==> images/clocks.png <==
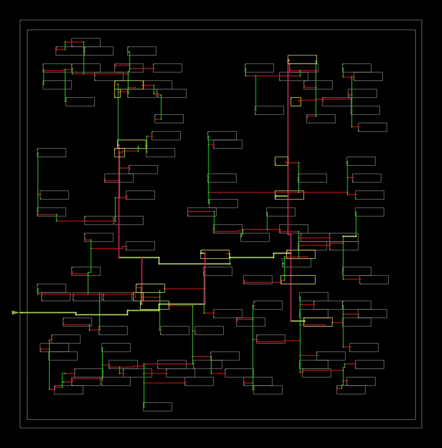
==> images/logic_types.png <==
The bar under the picture is 50 um long.
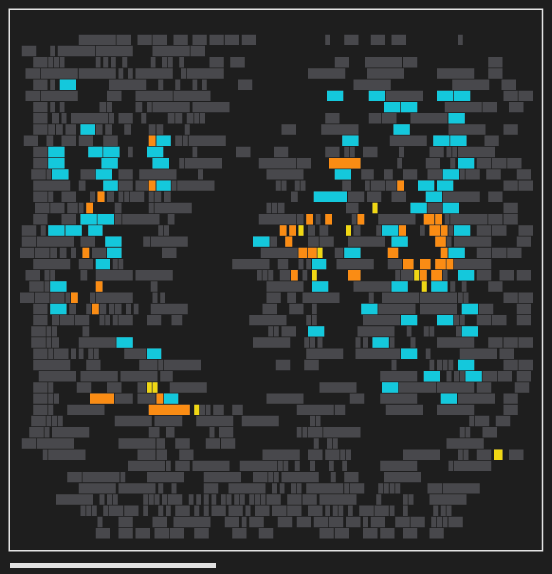
==> images/clk_routes.png <==
The bar under the picture is 50 um long.
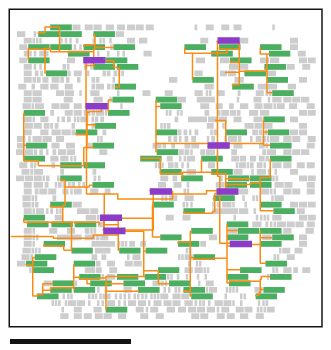
**config.mk**
```make
export PLATFORM = sky130hd
export DESIGN_NAME = mem_stage_lsu
export DESIGN_NICKNAME = d
export VERILOG_FILES = /design/src/rtl/mem_stage_lsu_pkg.sv /design/src/rtl/mem_stage_lsu_align.sv /design/src/rtl/mem_stage_lsu.sv
export SDC_FILE = /design/constraint.sdc
export NUM_CORES = 1
export LEC_CHECK = 0
export CAP_MARGIN = 20
export CORE_AREA = 2 2 127 129
export DETAILED_ROUTE_END_ITERATION = 6
export DIE_AREA = 0 0 129 131
export PLACE_DENSITY = 0.66
export SLEW_MARGIN = 20
export SYNTH_ARGS = -nofsm -noshare
export SYNTH_HDL_FRONTEND = slang
export SYNTH_HIERARCHICAL = 1
export SYNTH_SLANG_ARGS = --single-unit
```
**constraint.sdc**
```tcl
create_clock -name clk -period 6.05 [get_ports clk]
set_input_delay 1.21 -clock clk [delete_from_list [all_inputs] [get_ports clk]]
set_output_delay 1.21 -clock clk [all_outputs]
set_load 0.02 [all_outputs]
```
**src/rtl/mem_stage_lsu_pkg.sv**
```systemverilog
// lsu_pkg: shared definitions for the MEM-stage load/store unit.
//   funct3 encodings, FSM state type, and address-alignment helpers.
package lsu_pkg;

  localparam logic [2:0] F3_B  = 3'b000;
  localparam logic [2:0] F3_H  = 3'b001;
  localparam logic [2:0] F3_W  = 3'b010;
  localparam logic [2:0] F3_BU = 3'b100;
  localparam logic [2:0] F3_HU = 3'b101;

  typedef enum logic [1:0] {IDLE, REQ, WAIT, DONE} lsu_state_t;

  // HU only names a halfword access for loads; a store with that funct3 is a full word.
  function automatic logic is_half(input logic [2:0] f3, input logic store);
    return (f3 == F3_H) || (!store && (f3 == F3_HU));
  endfunction

  function automatic logic misaligned(input logic [2:0] f3, input logic store,
                                      input logic [1:0] lo);
    return (is_half(f3, store) && lo[0]) || ((f3 == F3_W) && (lo != 2'b00));
  endfunction

  // Natural alignment of the low address bits for the access size.
  function automatic logic [1:0] force_align(input logic [2:0] f3, input logic store,
                                             input logic [1:0] lo);
    logic [1:0] r;
    r = lo;
    if (f3 == F3_W)
      r = 2'b00;
    else if (is_half(f3, store))
      r = {lo[1], 1'b0};
    return r;
  endfunction

endpackage

```
**src/rtl/mem_stage_lsu_align.sv**
```systemverilog
// lsu_align: combinational byte-lane logic for the load/store unit.
//   funct3     in  access size / signedness
//   addr_lo    in  address bits [1:0]
//   store_data in  store operand
//   rdata      in  raw bus read word
//   wstrb      out byte enables for a store
//   wdata      out store data replicated across lanes
//   load_val   out selected lane, sign/zero extended
module lsu_align
  import lsu_pkg::*;
(
  input  logic [2:0]  funct3,
  input  logic [1:0]  addr_lo,
  input  logic [31:0] store_data,
  input  logic [31:0] rdata,
  output logic [3:0]  wstrb,
  output logic [31:0] wdata,
  output logic [31:0] load_val
);

  logic [7:0]  byte_sel;
  logic [15:0] half_sel;

  assign byte_sel = rdata[{addr_lo, 3'b000} +: 8];
  assign half_sel = rdata[{addr_lo[1], 4'b0000} +: 16];

  always_comb begin
    wstrb = '1;
    wdata = store_data;
    case (funct3)
      F3_B: begin
        wstrb = 4'b0001 << addr_lo;
        wdata = {4{store_data[7:0]}};
      end
      F3_H: begin
        wstrb = 4'b0011 << {addr_lo[1], 1'b0};
        wdata = {2{store_data[15:0]}};
      end
      default: ;
    endcase
  end

  always_comb begin
    load_val = rdata;
    case (funct3)
      F3_B:    load_val = {{24{byte_sel[7]}}, byte_sel};
      F3_H:    load_val = {{16{half_sel[15]}}, half_sel};
      F3_BU:   load_val = {24'd0, byte_sel};
      F3_HU:   load_val = {16'd0, half_sel};
      default: load_val = rdata;
    endcase
  end

endmodule

```
**src/rtl/mem_stage_lsu.sv**
```systemverilog
// mem_stage_lsu: MEM-stage load/store unit. One bus transaction per memory
// instruction over a valid/ready request and valid response channel.
//   clk, reset (async, active-high)
//   addr_in, store_data_in, funct3_in, mem_read_in, mem_write_in, advance : from EX/MEM
//   stall_req    : hold IF..EX/MEM until the access completes
//   load_data    : aligned/extended load result (registered)
//   misalign_err : misaligned access trapped (only with LSU_MISALIGN_TRAP_EN)
//   req_valid/req_ready/req_we/req_addr/req_wdata/req_wstrb : request channel
//   resp_valid/resp_rdata : response channel (also acks stores)
// Build option: define LSU_MISALIGN_TRAP_EN to trap misaligned H/W accesses;
// otherwise they are forced to natural alignment and misalign_err stays 0.
module mem_stage_lsu
  import lsu_pkg::*;
#(
  parameter int unsigned ADDR_W = 32
) (
  input  logic              clk,
  input  logic              reset,
  input  logic [31:0]       addr_in,
  input  logic [31:0]       store_data_in,
  input  logic [2:0]        funct3_in,
  input  logic              mem_read_in,
  input  logic              mem_write_in,
  input  logic              advance,
  output logic              stall_req,
  output logic [31:0]       load_data,
  output logic              misalign_err,
  output logic              req_valid,
  input  logic              req_ready,
  output logic              req_we,
  output logic [ADDR_W-1:0] req_addr,
  output logic [31:0]       req_wdata,
  output logic [3:0]        req_wstrb,
  input  logic              resp_valid,
  input  logic [31:0]       resp_rdata
);

  lsu_state_t  state;
  logic [2:0]  f3_q;
  logic [1:0]  lo_q;
  logic        op;
  logic        mis;
  logic [1:0]  eff_lo;
  logic [2:0]  sel_f3;
  logic [1:0]  sel_lo;
  logic [3:0]  wstrb;
  logic [31:0] wdata;
  logic [31:0] load_val;

  assign op = mem_read_in | mem_write_in;

`ifdef LSU_MISALIGN_TRAP_EN
  assign mis    = op && misaligned(funct3_in, mem_write_in, addr_in[1:0]);
  assign eff_lo = addr_in[1:0];
`else
  assign mis    = 1'b0;
  assign eff_lo = force_align(funct3_in, mem_write_in, addr_in[1:0]);
`endif

  // One aligner serves both directions: in IDLE it shapes the incoming store,
  // afterwards it extracts the response using the latched access fields.
  assign sel_f3 = (state == IDLE) ? funct3_in : f3_q;
  assign sel_lo = (state == IDLE) ? eff_lo    : lo_q;

  lsu_align u_align (
    .funct3     (sel_f3),
    .addr_lo    (sel_lo),
    .store_data (store_data_in),
    .rdata      (resp_rdata),
    .wstrb      (wstrb),
    .wdata      (wdata),
    .load_val   (load_val)
  );

  assign stall_req = ((state == IDLE) && op) || (state == REQ) || (state == WAIT);

  always_ff @(posedge clk or posedge reset) begin
    if (reset) begin
      state        <= IDLE;
      f3_q         <= '0;
      lo_q         <= '0;
      req_valid    <= 1'b0;
      req_we       <= 1'b0;
      req_addr     <= '0;
      req_wdata    <= '0;
      req_wstrb    <= '0;
      load_data    <= '0;
      misalign_err <= 1'b0;
    end else begin
      case (state)
        IDLE: begin
          if (op) begin
            f3_q <= funct3_in;
            lo_q <= eff_lo;
            if (mis) begin
              state        <= DONE;
              misalign_err <= 1'b1;
              load_data    <= '0;
            end else begin
              state     <= REQ;
              req_valid <= 1'b1;
              req_we    <= mem_write_in;
              req_addr  <= {addr_in[ADDR_W-1:2], 2'b00};
              req_wdata <= mem_write_in ? wdata : '0;
              req_wstrb <= mem_write_in ? wstrb : '0;
            end
          end
        end
        REQ: begin
          if (req_ready) begin
            req_valid <= 1'b0;
            state     <= WAIT;
          end
        end
        WAIT: begin
          if (resp_valid) begin
            if (!req_we)
              load_data <= load_val;
            state <= DONE;
          end
        end
        DONE: begin
          if (advance) begin
            misalign_err <= 1'b0;
            state        <= IDLE;
          end
        end
        default: state <= IDLE;
      endcase
    end
  end

endmodule

```
==> Changelog: implementation <==
### Changed

* Met3 wire length at around 1.3 mm
* Clock transition at path regs at about 0.070 ns
* Seq group at between 0.001 and 0.0015 W
* Buf/Inv on CP at 3
* DRC Markers at 0
* Synth cell types at 38
* CP Data Required Time at about 4.8 ns
* Setup Crit Path Kind: input pin to output port
* Synth area leader: dfrtp_1
* VDD IR max at 0.203 mV
* Clk root buf: clkbuf_16
* Grt total ovfl at 0
* Cell area leaders: dfrtp_1, nand2_1, mux2_2
* Setup WS pre-CTS at 1.75 ns
* Post-CTS setup buffer count at 0
* Syn Area/Cell at between 9 and 10 um^2
* Die W at between 100 and 150 um
* Yosys Warn Count at 6
* Die Size at ~0.017 mm^2
* Via count at about 4.7k
* Fin nets at roughly 860
* First-pass GRT wire length at about 24 mm
* Invs w/o clock at 11
* Cycle use final at a little over two thirds
* Worst path arrival time at approximately 3 ns
* Combinational share of power at between 50 and 60%
* P per Cell Area at 546 mW/mm^2
* Synth Area in Adders at 1.16%
* Share of cells above drive strength 1 at between 10% and 20%
* M1 wire length at approximately 6.6 mm
* Unrepaired setup endpoints after global routing: no
* Layout area overhead at 45.4%
* HPWL after DPL at ~12 mm
* Compound Share, Synth at 6.89%
* Num Clock Sinks at between 100 and 150
* Mapped Cells at 574
* Clock buffer depth at 2
* Drt wl/cell at between 15 and 20 um
* Final hold vios at 0
* Flip-flops with a built-in enable at 0
* Core ar. at roughly 0.016 mm^2
* Signal buffers at ~210
* # rows at 46
* Part of the power in registers at 28.8%
* Fin. max-slew vios at 0
* Total chip power at about 0.0043 W
* Fraction of registers with async set or reset after synthesis at 100%
* Clk power at around 0.00060 W
* Int Power at roughly 0.0025 W
* Top Layer Used: met4
* Slew headroom at 37.7%
* Initial antenna violation count at 0
* Final Setup Violations at 0
* Status: finished, final reports clean
* Routed met2 length at about 8 mm
* H-tree levels at 3
* Top Family by Delay on Critical Path: buffers and inverters
* Buffering overhead at a little over a quarter
* Combinational Area at approximately 0.0024 mm^2
* Post-synth top area share at between 40% and 50%
* Vias in the first global route at between 4k and 5k
* Max-cap check violation count at 0
* Antenna cells at 0
* Met2 Usage GRT at 32.5%
* Max incr delay on CP at between 0.5 and 0.6 ns
* M1 GR Usage at around 23%
* Area-dominant class: flip-flops and latches
* Mux share of post-synthesis cell area at between 10% and 20%
* FP Util at roughly a third
* Max FO, Critical Path at 41
* CTS tree: built
* Vias per cell at about 4.8
* Top Consumer: combinational cells
* Most common cell on crit path: clkdlybuf4s50_1
* Inserted Clock Buffers at 9
* Crit path cell chain: clkdlybuf4s50_1 > buf_4 > o21a_1 > or3_1 > clkdlybuf4s50_1
* Synthesized cell area at roughly 0.0054 mm^2
* Tool warnings at 30
* Die Y at 131 um
* Worst setup SP type: input pin
* Post-CTS sizing at 0
* Worst setup EP type: output port
* Top comb family, area: simple AND/OR/NAND/NOR gates
* Fmax at about 0.24 GHz
* Flip-flop and latch share of the layout cell area at about a third
* P_sw at approximately 0.0018 W
-- clocks.png (at the start) --
registers: 107
clock buffers: 9

-- logic_types.png (at the start) --
legend:
  mux cells:
    colour: cyan
    cells: 71
    most_used: mux2_2
  aoi and oai cells:
    colour: orange
    cells: 37
    most_used: a21oi_1
    where: a band across the middle
  inv cells:
    colour: yellow
    cells: 11
    most_used: inv_1
Final Non-Filler Cells: 971
most numerous logic cell after layout: nand2_1
Comb area share: 30.8%

-- clk_routes.png (at the start) --
legend:
  clock wires:
    colour: orange
    length: 1360 um
  clock drivers:
    colour: purple
    count: 9
  flip-flops:
    colour: green
    count: 107
flops lie: widely spread
routed clock nets: 10
Clock Latency Late Sink: 0.35 ns
Setup Skew: 0.00864 ns
clock share of power: 14.1%

## cell usage after synthesis, types with 3 or more instances
cell type  number
nand2_1       215
dfrtp_1       107
mux2_2         58
nand3_1        36
clkbuf_1       18
buf_2          15
nor2_1         15
a21oi_1        14
buf_4          11
inv_1          11
mux2i_1        11
o21ai_0         9
a221o_1         8
a22oi_1         7
ha_1            5
nor2b_1         5
buf_6           4
nor3_1          3
## logic make-up after synthesis
kind of cell    after synthesis
buf+inv                      60
other cells                   1
fa+ha+maj                     5
simple gates                280
compound gates               50
flops                       107
mux                          71
## sequential cells by signal (all words and copies together), names as in the netlist
register / flops
req_wstrb: 4
state: 2
req_we: 1
req_valid: 1
f3_q: 3
req_wdata: 32
req_addr: 30
load_data: 32
lo_q: 2
## placed cells by master (no fill, tap or decap), types with 8 or more instances in the layout
cell	instances
mux2_2	58
inv_1	10
a221o_1	8
nand3_1	36
clkdlybuf4s50_1	206
mux2i_1	11
a21oi_1	14
nand2_1	215
nor2_1	14
o21ai_0	9
dfrtp_1	107
clkbuf_16	9
## stage by stage
| step | std cells | hold slack [ns] | util [%] |
|---|---|---|---|
| 6_report | 971 | 0.469 | 50.1 |
| 5_1_grt | 971 | 0.495 | 50.1 |
| 4_1_cts | 971 | 0.476 | 50.1 |
| 3_5_place_dp | 956 | 0.457 | 48.2 |
| 3_3_place_gp | 956 | 0.449 | 48.2 |
| 2_1_floorplan | 576 | 0.442 | - |
## path summary, 6_finish.rpt
check                         startpoint             to  slack [ns]  cells after the start
min reg2reg                req_wdata[14]  req_wdata[14]        0.47                      2
max                         mem_write_in      stall_req        1.85                      5
min in group asynchronous          reset   req_addr[19]        1.38                      2
min                        req_wdata[14]  req_wdata[14]        0.47                      2
max in group asynchronous          reset  req_wdata[23]        3.55                      3
max reg2reg                     state[1]  load_data[27]        2.35                      8
Power and IR drop assume default switching activity.
